[src/rtl/tube_host_master_if.sv]
// ----------------------------------------------------------------------------
// tube_host_master_if
// Bundles the command/response handshake and the ULA host-port signals of
// tube_host_master.
//   master : the bus initiator (tube_host_master itself)
//   slave  : the environment (command source, response sink and ULA host port)
// Signals:
//   CMD_VALID/CMD_READY/CMD_REG/CMD_WRITE/CMD_DATA : command request
//   RSP_VALID/RSP_DATA/RSP_ERR                     : completion response
//   HCS/HA/HRW/HDOUT/HDOE                          : drive to ULA host port
//   HDIN                                           : data returned by ULA
// ----------------------------------------------------------------------------
interface tube_host_master_if;
  logic       CMD_VALID;
  logic       CMD_READY;
  logic [2:0] CMD_REG;
  logic       CMD_WRITE;
  logic [7:0] CMD_DATA;
  logic       RSP_VALID;
  logic [7:0] RSP_DATA;
  logic       RSP_ERR;
  logic       HCS;
  logic [2:0] HA;
  logic       HRW;
  logic [7:0] HDOUT;
  logic       HDOE;
  logic [7:0] HDIN;

  modport master (
    input  CMD_VALID, CMD_REG, CMD_WRITE, CMD_DATA, HDIN,
    output CMD_READY, RSP_VALID, RSP_DATA, RSP_ERR,
    output HCS, HA, HRW, HDOUT, HDOE
  );

  modport slave (
    output CMD_VALID, CMD_REG, CMD_WRITE, CMD_DATA, HDIN,
    input  CMD_READY, RSP_VALID, RSP_DATA, RSP_ERR,
    input  HCS, HA, HRW, HDOUT, HDOE
  );
endinterface

[src/rtl/tube_host_master.sv]
// ----------------------------------------------------------------------------
// tube_host_master
// Host-side bus initiator for the tube_ula host port. Accepts byte commands
// and performs them on the ULA: Tube registers R1-R4 are status-polled (read
// the status address until the relevant flag is set, one idle clock between
// bus cycles, then access the data address); register 0 (control) is accessed
// directly with a single bus cycle.
//
// Ports:
//   HO2  : bus clock, one clock per host bus cycle
//   RST  : synchronous active-high reset
//   bus  : tube_host_master_if.master (command, response and ULA host port)
//
// Parameters:
//   POLL_WIDTH : width of the saturating poll counter
//   POLL_LIMIT : status polls allowed before a command aborts
//
// Build option:
//   TUBE_HOST_TIMEOUT_EN : when defined, a command whose status flag is still
//   clear after POLL_LIMIT polls completes with RSP_ERR=1 and RSP_DATA equal
//   to the last status byte. When undefined, polling never gives up and
//   RSP_ERR stays 0.
// ----------------------------------------------------------------------------
module tube_host_master #(
  parameter int POLL_WIDTH = 8,
  parameter int POLL_LIMIT = 255
) (
  input logic                HO2,
  input logic                RST,
  tube_host_master_if.master bus
);

  typedef enum logic [2:0] {
    S_IDLE  = 3'd0,
    S_POLL  = 3'd1,
    S_CHECK = 3'd2,
    S_XFER  = 3'd3,
    S_DONE  = 3'd4
  } state_e;

  localparam logic [POLL_WIDTH-1:0] POLL_MAX = {POLL_WIDTH{1'b1}};

  // ULA host address for register n (1..4): status at 2(n-1), data at 2(n-1)+1.
  // Register 0 is the control register at address 000.
  function automatic logic [2:0] tube_addr(input logic [2:0] reg_n, input logic is_data);
    logic [1:0] idx;
    idx = reg_n[1:0] - 2'd1;  // 1..4 -> 0..3 (4 = 3'b100 wraps to 2'b11)
    if (reg_n == 3'd0) begin
      tube_addr = 3'd0;
    end else begin
      tube_addr = {idx, is_data};
    end
  endfunction

  state_e                state_q, state_d;
  logic [2:0]            reg_q, reg_d;
  logic                  write_q, write_d;
  logic [7:0]            data_q, data_d;
  logic [7:0]            status_q, status_d;
  logic [POLL_WIDTH-1:0] poll_cnt_q, poll_cnt_d;
  logic                  hcs_q, hcs_d;
  logic [2:0]            ha_q, ha_d;
  logic                  hrw_q, hrw_d;
  logic [7:0]            hdout_q, hdout_d;
  logic                  hdoe_q, hdoe_d;
  logic                  rsp_valid_q, rsp_valid_d;
  logic [7:0]            rsp_data_q, rsp_data_d;
  logic                  rsp_err_q, rsp_err_d;

  logic                  ready_s;
  logic                  accept_s;
  logic [2:0]            cmd_reg_s;
  logic                  flag_s;
  logic                  timeout_s;

  assign ready_s   = (state_q == S_IDLE) && !RST;
  assign accept_s  = bus.CMD_VALID && ready_s;
  // Reserved register numbers 5-7 behave as the control register.
  assign cmd_reg_s = (bus.CMD_REG > 3'd4) ? 3'd0 : bus.CMD_REG;
  // Writes wait for "not full" (bit 6), reads for "data available" (bit 7).
  assign flag_s    = write_q ? status_q[6] : status_q[7];

`ifdef TUBE_HOST_TIMEOUT_EN
  localparam logic [POLL_WIDTH-1:0] POLL_LAST = POLL_WIDTH'(POLL_LIMIT - 1);
  // The poll just checked was the last one allowed.
  assign timeout_s = (poll_cnt_q == POLL_LAST);
`else
  // POLL_LIMIT has no effect without the timeout option.
  logic [POLL_WIDTH-1:0] unused_limit_s;
  assign unused_limit_s = POLL_WIDTH'(POLL_LIMIT);
  assign timeout_s      = 1'b0;
`endif

  // Next-state logic, then registered-output decode from the next state so
  // that the bus pins line up with the state they belong to.
  always_comb begin
    state_d     = state_q;
    reg_d       = reg_q;
    write_d     = write_q;
    data_d      = data_q;
    status_d    = status_q;
    poll_cnt_d  = poll_cnt_q;
    rsp_data_d  = rsp_data_q;
    rsp_err_d   = 1'b0;
    hcs_d       = 1'b1;
    ha_d        = ha_q;
    hrw_d       = hrw_q;
    hdout_d     = hdout_q;
    hdoe_d      = 1'b0;
    rsp_valid_d = 1'b0;

    case (state_q)
      S_IDLE: begin
        if (accept_s) begin
          reg_d      = cmd_reg_s;
          write_d    = bus.CMD_WRITE;
          data_d     = bus.CMD_DATA;
          poll_cnt_d = {POLL_WIDTH{1'b0}};
          state_d    = (cmd_reg_s == 3'd0) ? S_XFER : S_POLL;
        end else begin
          state_d = S_IDLE;
        end
      end
      S_POLL: begin
        status_d = bus.HDIN;
        state_d  = S_CHECK;
      end
      S_CHECK: begin
        if (flag_s) begin
          state_d = S_XFER;
        end else if (timeout_s) begin
          state_d    = S_DONE;
          rsp_err_d  = 1'b1;
          rsp_data_d = status_q;
        end else begin
          state_d = S_POLL;
          if (poll_cnt_q != POLL_MAX) begin
            poll_cnt_d = poll_cnt_q + POLL_WIDTH'(1);
          end else begin
            poll_cnt_d = poll_cnt_q;
          end
        end
      end
      S_XFER: begin
        if (!write_q) begin
          rsp_data_d = bus.HDIN;
        end else begin
          rsp_data_d = rsp_data_q;
        end
        state_d = S_DONE;
      end
      S_DONE: begin
        state_d = S_IDLE;
      end
      default: begin
        state_d = S_IDLE;
      end
    endcase

    case (state_d)
      S_POLL: begin
        hcs_d = 1'b0;
        ha_d  = tube_addr(reg_d, 1'b0);
        hrw_d = 1'b1;
      end
      S_XFER: begin
        hcs_d = 1'b0;
        ha_d  = tube_addr(reg_d, 1'b1);
        hrw_d = ~write_d;
        if (write_d) begin
          hdout_d = data_d;
          hdoe_d  = 1'b1;
        end else begin
          hdout_d = hdout_q;
          hdoe_d  = 1'b0;
        end
      end
      S_DONE: begin
        rsp_valid_d = 1'b1;
      end
      default: begin
        hcs_d = 1'b1;
      end
    endcase
  end

  // State and output registers with synchronous reset.
  always_ff @(posedge HO2) begin
    if (RST) begin
      state_q     <= S_IDLE;
      reg_q       <= 3'd0;
      write_q     <= 1'b0;
      data_q      <= 8'h00;
      status_q    <= 8'h00;
      poll_cnt_q  <= {POLL_WIDTH{1'b0}};
      hcs_q       <= 1'b1;
      ha_q        <= 3'd0;
      hrw_q       <= 1'b1;
      hdout_q     <= 8'h00;
      hdoe_q      <= 1'b0;
      rsp_valid_q <= 1'b0;
      rsp_data_q  <= 8'h00;
      rsp_err_q   <= 1'b0;
    end else begin
      state_q     <= state_d;
      reg_q       <= reg_d;
      write_q     <= write_d;
      data_q      <= data_d;
      status_q    <= status_d;
      poll_cnt_q  <= poll_cnt_d;
      hcs_q       <= hcs_d;
      ha_q        <= ha_d;
      hrw_q       <= hrw_d;
      hdout_q     <= hdout_d;
      hdoe_q      <= hdoe_d;
      rsp_valid_q <= rsp_valid_d;
      rsp_data_q  <= rsp_data_d;
      rsp_err_q   <= rsp_err_d;
    end
  end

  assign bus.CMD_READY = ready_s;
  assign bus.RSP_VALID = rsp_valid_q;
  assign bus.RSP_DATA  = rsp_data_q;
  assign bus.RSP_ERR   = rsp_err_q;
  assign bus.HCS       = hcs_q;
  assign bus.HA        = ha_q;
  assign bus.HRW       = hrw_q;
  assign bus.HDOUT     = hdout_q;
  assign bus.HDOE      = hdoe_q;

endmodule

[src/flat_wrapper.sv]
// flat-port wrapper written by rule: the top's interface ports become plain ports
module tube_host_master_flat 
#(
  parameter int POLL_WIDTH = 8,
  parameter int POLL_LIMIT = 255
)
  (HO2, RST, bus_CMD_VALID, bus_CMD_REG, bus_CMD_WRITE, bus_CMD_DATA, bus_HDIN, bus_CMD_READY, bus_RSP_VALID, bus_RSP_DATA, bus_RSP_ERR, bus_HCS, bus_HA, bus_HRW, bus_HDOUT, bus_HDOE);
  tube_host_master_if bus_i ();
  input logic HO2;
  input logic RST;
  input wire logic [$bits(bus_i.CMD_VALID)-1:0] bus_CMD_VALID;
  input wire logic [$bits(bus_i.CMD_REG)-1:0] bus_CMD_REG;
  input wire logic [$bits(bus_i.CMD_WRITE)-1:0] bus_CMD_WRITE;
  input wire logic [$bits(bus_i.CMD_DATA)-1:0] bus_CMD_DATA;
  input wire logic [$bits(bus_i.HDIN)-1:0] bus_HDIN;
  output wire logic [$bits(bus_i.CMD_READY)-1:0] bus_CMD_READY;
  output wire logic [$bits(bus_i.RSP_VALID)-1:0] bus_RSP_VALID;
  output wire logic [$bits(bus_i.RSP_DATA)-1:0] bus_RSP_DATA;
  output wire logic [$bits(bus_i.RSP_ERR)-1:0] bus_RSP_ERR;
  output wire logic [$bits(bus_i.HCS)-1:0] bus_HCS;
  output wire logic [$bits(bus_i.HA)-1:0] bus_HA;
  output wire logic [$bits(bus_i.HRW)-1:0] bus_HRW;
  output wire logic [$bits(bus_i.HDOUT)-1:0] bus_HDOUT;
  output wire logic [$bits(bus_i.HDOE)-1:0] bus_HDOE;
  assign bus_i.CMD_VALID = bus_CMD_VALID;
  assign bus_i.CMD_REG = bus_CMD_REG;
  assign bus_i.CMD_WRITE = bus_CMD_WRITE;
  assign bus_i.CMD_DATA = bus_CMD_DATA;
  assign bus_i.HDIN = bus_HDIN;
  assign bus_CMD_READY = bus_i.CMD_READY;
  assign bus_RSP_VALID = bus_i.RSP_VALID;
  assign bus_RSP_DATA = bus_i.RSP_DATA;
  assign bus_RSP_ERR = bus_i.RSP_ERR;
  assign bus_HCS = bus_i.HCS;
  assign bus_HA = bus_i.HA;
  assign bus_HRW = bus_i.HRW;
  assign bus_HDOUT = bus_i.HDOUT;
  assign bus_HDOE = bus_i.HDOE;
  tube_host_master #(.POLL_WIDTH(POLL_WIDTH), .POLL_LIMIT(POLL_LIMIT)) u_core (.HO2(HO2), .RST(RST), .bus(bus_i));
endmodule
[config.mk]
export PLATFORM = sky130hd
export DESIGN_NAME = tube_host_master_flat
export DESIGN_NICKNAME = d
export VERILOG_FILES = /design/src/rtl/tube_host_master_if.sv /design/src/rtl/tube_host_master.sv /design/src/flat_wrapper.sv
export SDC_FILE = /design/constraint.sdc
export NUM_CORES = 1
export LEC_CHECK = 0
export ABC_AREA = 1
export CORE_ASPECT_RATIO = 1.75
export CORE_UTILIZATION = 45
export CTS_BUF_LIST = sky130_fd_sc_hd__clkbuf_16
export DETAILED_ROUTE_END_ITERATION = 6
export PLACE_DENSITY = 0.81
export SLEW_MARGIN = 40
export SYNTH_ARGS = -nofsm -noshare
export SYNTH_HDL_FRONTEND = slang
export SYNTH_SLANG_ARGS = --single-unit
[constraint.sdc]
create_clock -name HO2 -period 1.8 [get_ports HO2]
set_input_delay 0.36 -clock HO2 [delete_from_list [all_inputs] [get_ports HO2]]
set_output_delay 0.36 -clock HO2 [all_outputs]
set_load 0.01 [all_outputs]
Figure 1. Signal metal coverage by tile.
10 x 17 tiles, from dark blue (low) to red (high), scaled to the fullest tile. Values are wire area over tile area, all layers added.
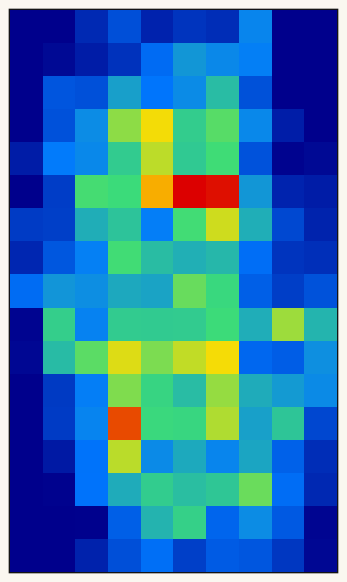
densest ninth of the die	middle
nearly empty tiles	18%
fullest tile	0.53
GRT Overall Usage: 19.9%
WL final: 3830 µm
routed vias: 1672
WL per Instance: 10.8 µm

Figure 2. Where the registers sit.
Bar = 10 µm. Other sequential cells in the stronger grey, the rest of the logic in the fainter grey.
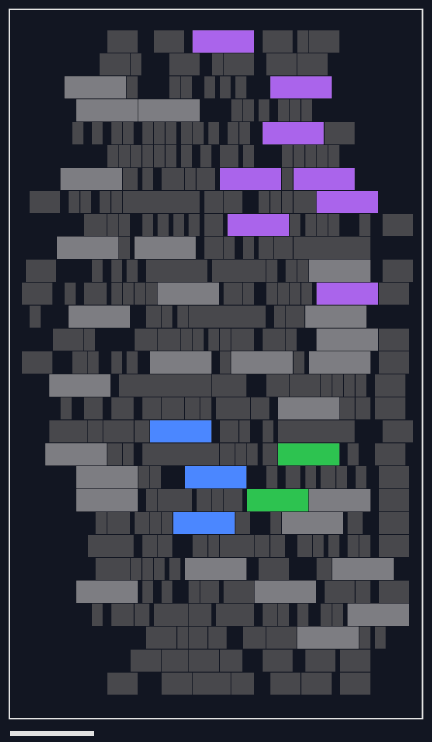
signal	colour	sequential cells
u_core.state_q	blue	3
u_core.bus.HDOUT	purple	8
u_core.status_q	green	2
Core Util, Final: 69.3%
Seq/total area: 31.5%
Reg area: 801 µm²
sequential power: 0.000949 W

Figure 3. I/O nets highlighted.
Bar = 10 µm.
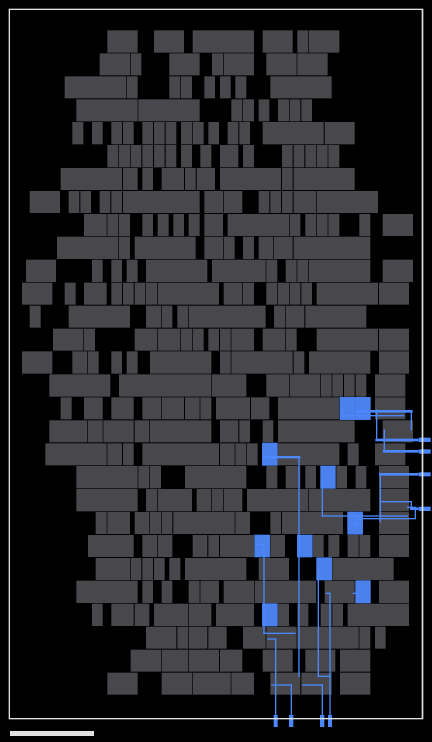
port	colour	bits	direction	end cells	buffers	wire
bus_HDIN	blue	8	input	10	8	169 µm
count of input and output buffers: 46
I/O pin count: 48

==> impl_metrics.yaml <==
# synthesis and place-and-route metrics
routing:
  drcViolationCount: 0
  wl_met2_um: 2090
  met3_length_um: 160
  drt-initial-drc-count: 37
  met1_length_um: 1510
  viasPerCell: 4.74
  dr.max_layer_used: "met4"
  ant_nets: 0
  first_pass_iters: 4
setup_path:
  cp.arrival_ns: 1.89
  path_buffers: 2
  critPathTopFamily: "buffers and inverters"
  crit_cells: 9
  path_class: "in -> reg"
  crit_path_frequent_cell: "o21ai_0"
  rr_startpoint: "u_core.state_q[1]"
  critical-path-slowest-cell: "clkdlybuf4s50_1"
  cp_data_required_time_ns: 2.02
  cpPeakStageDelay_ns: 0.52
  cp_cell_sequence: "clkdlybuf4s50_1 > inv_1 > o21ai_0 > nand2_1 > o21ai_0 > ha_2 > nor2_2 > a22oi_2 > nor2_1"
  cp-end-kind: "flip-flop"
  r2r_slack_ns: 0.16
  crit_path_start_kind: "input pin"
  endpoint: "u_core.bus.HA[2]"
  r2r_end: "u_core.bus.HA[2]"
  worstPathMaxFanout: 3
  reg2regPathDepth: 9
die:
  fp_util_pct: 47.1
  chipArea_mm2: 0.00410
  rows: 29
  die.size.y_um: 84.0
  fp.coreArea_mm2: 0.00366
  taps: 46
  die_w_um: 48.8
synthesis:
  aoi_share_pct: 6.23
  ys_chip_area_mm2: 0.00173
  synthArstFlopShare_pct: 0
  netlist.area_leader.share_pct: 46.3
  yosysWarnings: 0
  synthCells: 243
  syn_nets: 267
  edf_count: 0
  mux_area_share_pct: 0
  ys_cells: 243
  top_area_cell: "dfxtp_1"
  synth_cell_type_count: 22
  yosys.area_share.simple_pct: 33.5
  ys_top_logic_family: "simple AND/OR/NAND/NOR gates"
  syn_area_mm2: 0.00173
  synthTopCellsByCount: "nand2_1, inv_1, nor2_1"
  ff_type: "dfxtp_1"
  ys_sh_adder_pct: 0.724
  ys_ff: 40
  ys_seq_share_pct: 46.3
  most_common_cell: "nand2_1"
  xor_area_share_pct: 0
  ys_top_cells_by_area: "dfxtp_1, nand2_1, inv_1, nor2_1, o21ai_0"
placement:
  place_hpwl_um: 2660
  dp_cells: 343
  place_area_mm2: 0.00233
  gp_congestion: 0.795
  dpl_worst_slack_ns: -0.220
sta:
  holdWs_ns: 0.464
  period_used_pct: 92.5
  finalMaxSlewViolations: 0
  hold_viol_final: 0
  rsz0062_at_grt: "no"
  period_needed_ns: 1.67
  setup_ws_ns: 0.134
  setup_viol: 0
  timing.fmax_mhz: 600
cts:
  htreeDepth: 2
  tritoncts: "done"
  holdBufCountCts: 0
  cts_setup_buffers: 1
  numCtsBuffers: 5
  clk_pin_slew_ns: 0.06
  cts.path.max_buffers: 2
  root_buffer: "clkbuf_16"
  cts.sinks: 40
  clk_latency_ns: 0.28
  cts_resized: 1
flow_run:
  tool_warnings: 26
  maxCapViolCount: 0
final_layout:
  syn_to_final_growth_pct: 47.0
  logic_area_um2: 722
  biggestCellCategory: "registers"
  nNetsFinal: 330
  stdcell_area_mm2: 0.00254
  drive_above_1_share_pct: 14.0
  buffer_area_share_pct: 24.2
  signal_buffers: 64
  ff_count: 40
  diodes: 0
  nFillCells: 306
  clockBufferCount: 5
  n_all_inverters: 47
  comb_cells: 148
  comb_area_share_pct: 28.4
  layout_top_cell: "nand2_1"
  lay_top_cells: "nand2_1, inv_1, clkdlybuf4s50_1, nor2_1, dfxtp_1"
  clock_area_share_pct: 6.60
  layoutNonFillerInstCount: 353
pwr:
  power_w: 0.00234
  powerClk_w: 0.000995
  power_frac_clock_pct: 42.6
  leakagePower_nw: 1.16
  netSwitchingPower_w: 0.000565
  power.group.top: "clock"
  p_int_w: 0.00177
  p_seq_share_pct: 40.6
  pg_comb_w: 0.000393
  p_comb_share_pct: 16.8
  power.density_mw_per_mm2: 920
  vdd_drop_max_mv: 0.803
  switching_share_pct: 24.2
grt:
  grt_overflow: 0
  busiest_layer: "met2"
  use_met1_pct: 18.5
  grt_pass1_vias: 1599
  grt_first_pass_wirelength_um: 6390
  grt_start_max_net_pins: 21
  grt.met3_usage_pct: 4.01
  grt_use_met2_pct: 39.9
  antenna_found_initial: 0
outcome:
  status: "finished clean"
worst_hold_path:
  worstHoldStart: "u_core.status_q[6]"
  hp-class: "reg -> reg"
  hold_depth: 2
  hold-path-endpoint: "u_core.status_q[6]"
Power is estimated from default activity; no workload was simulated.
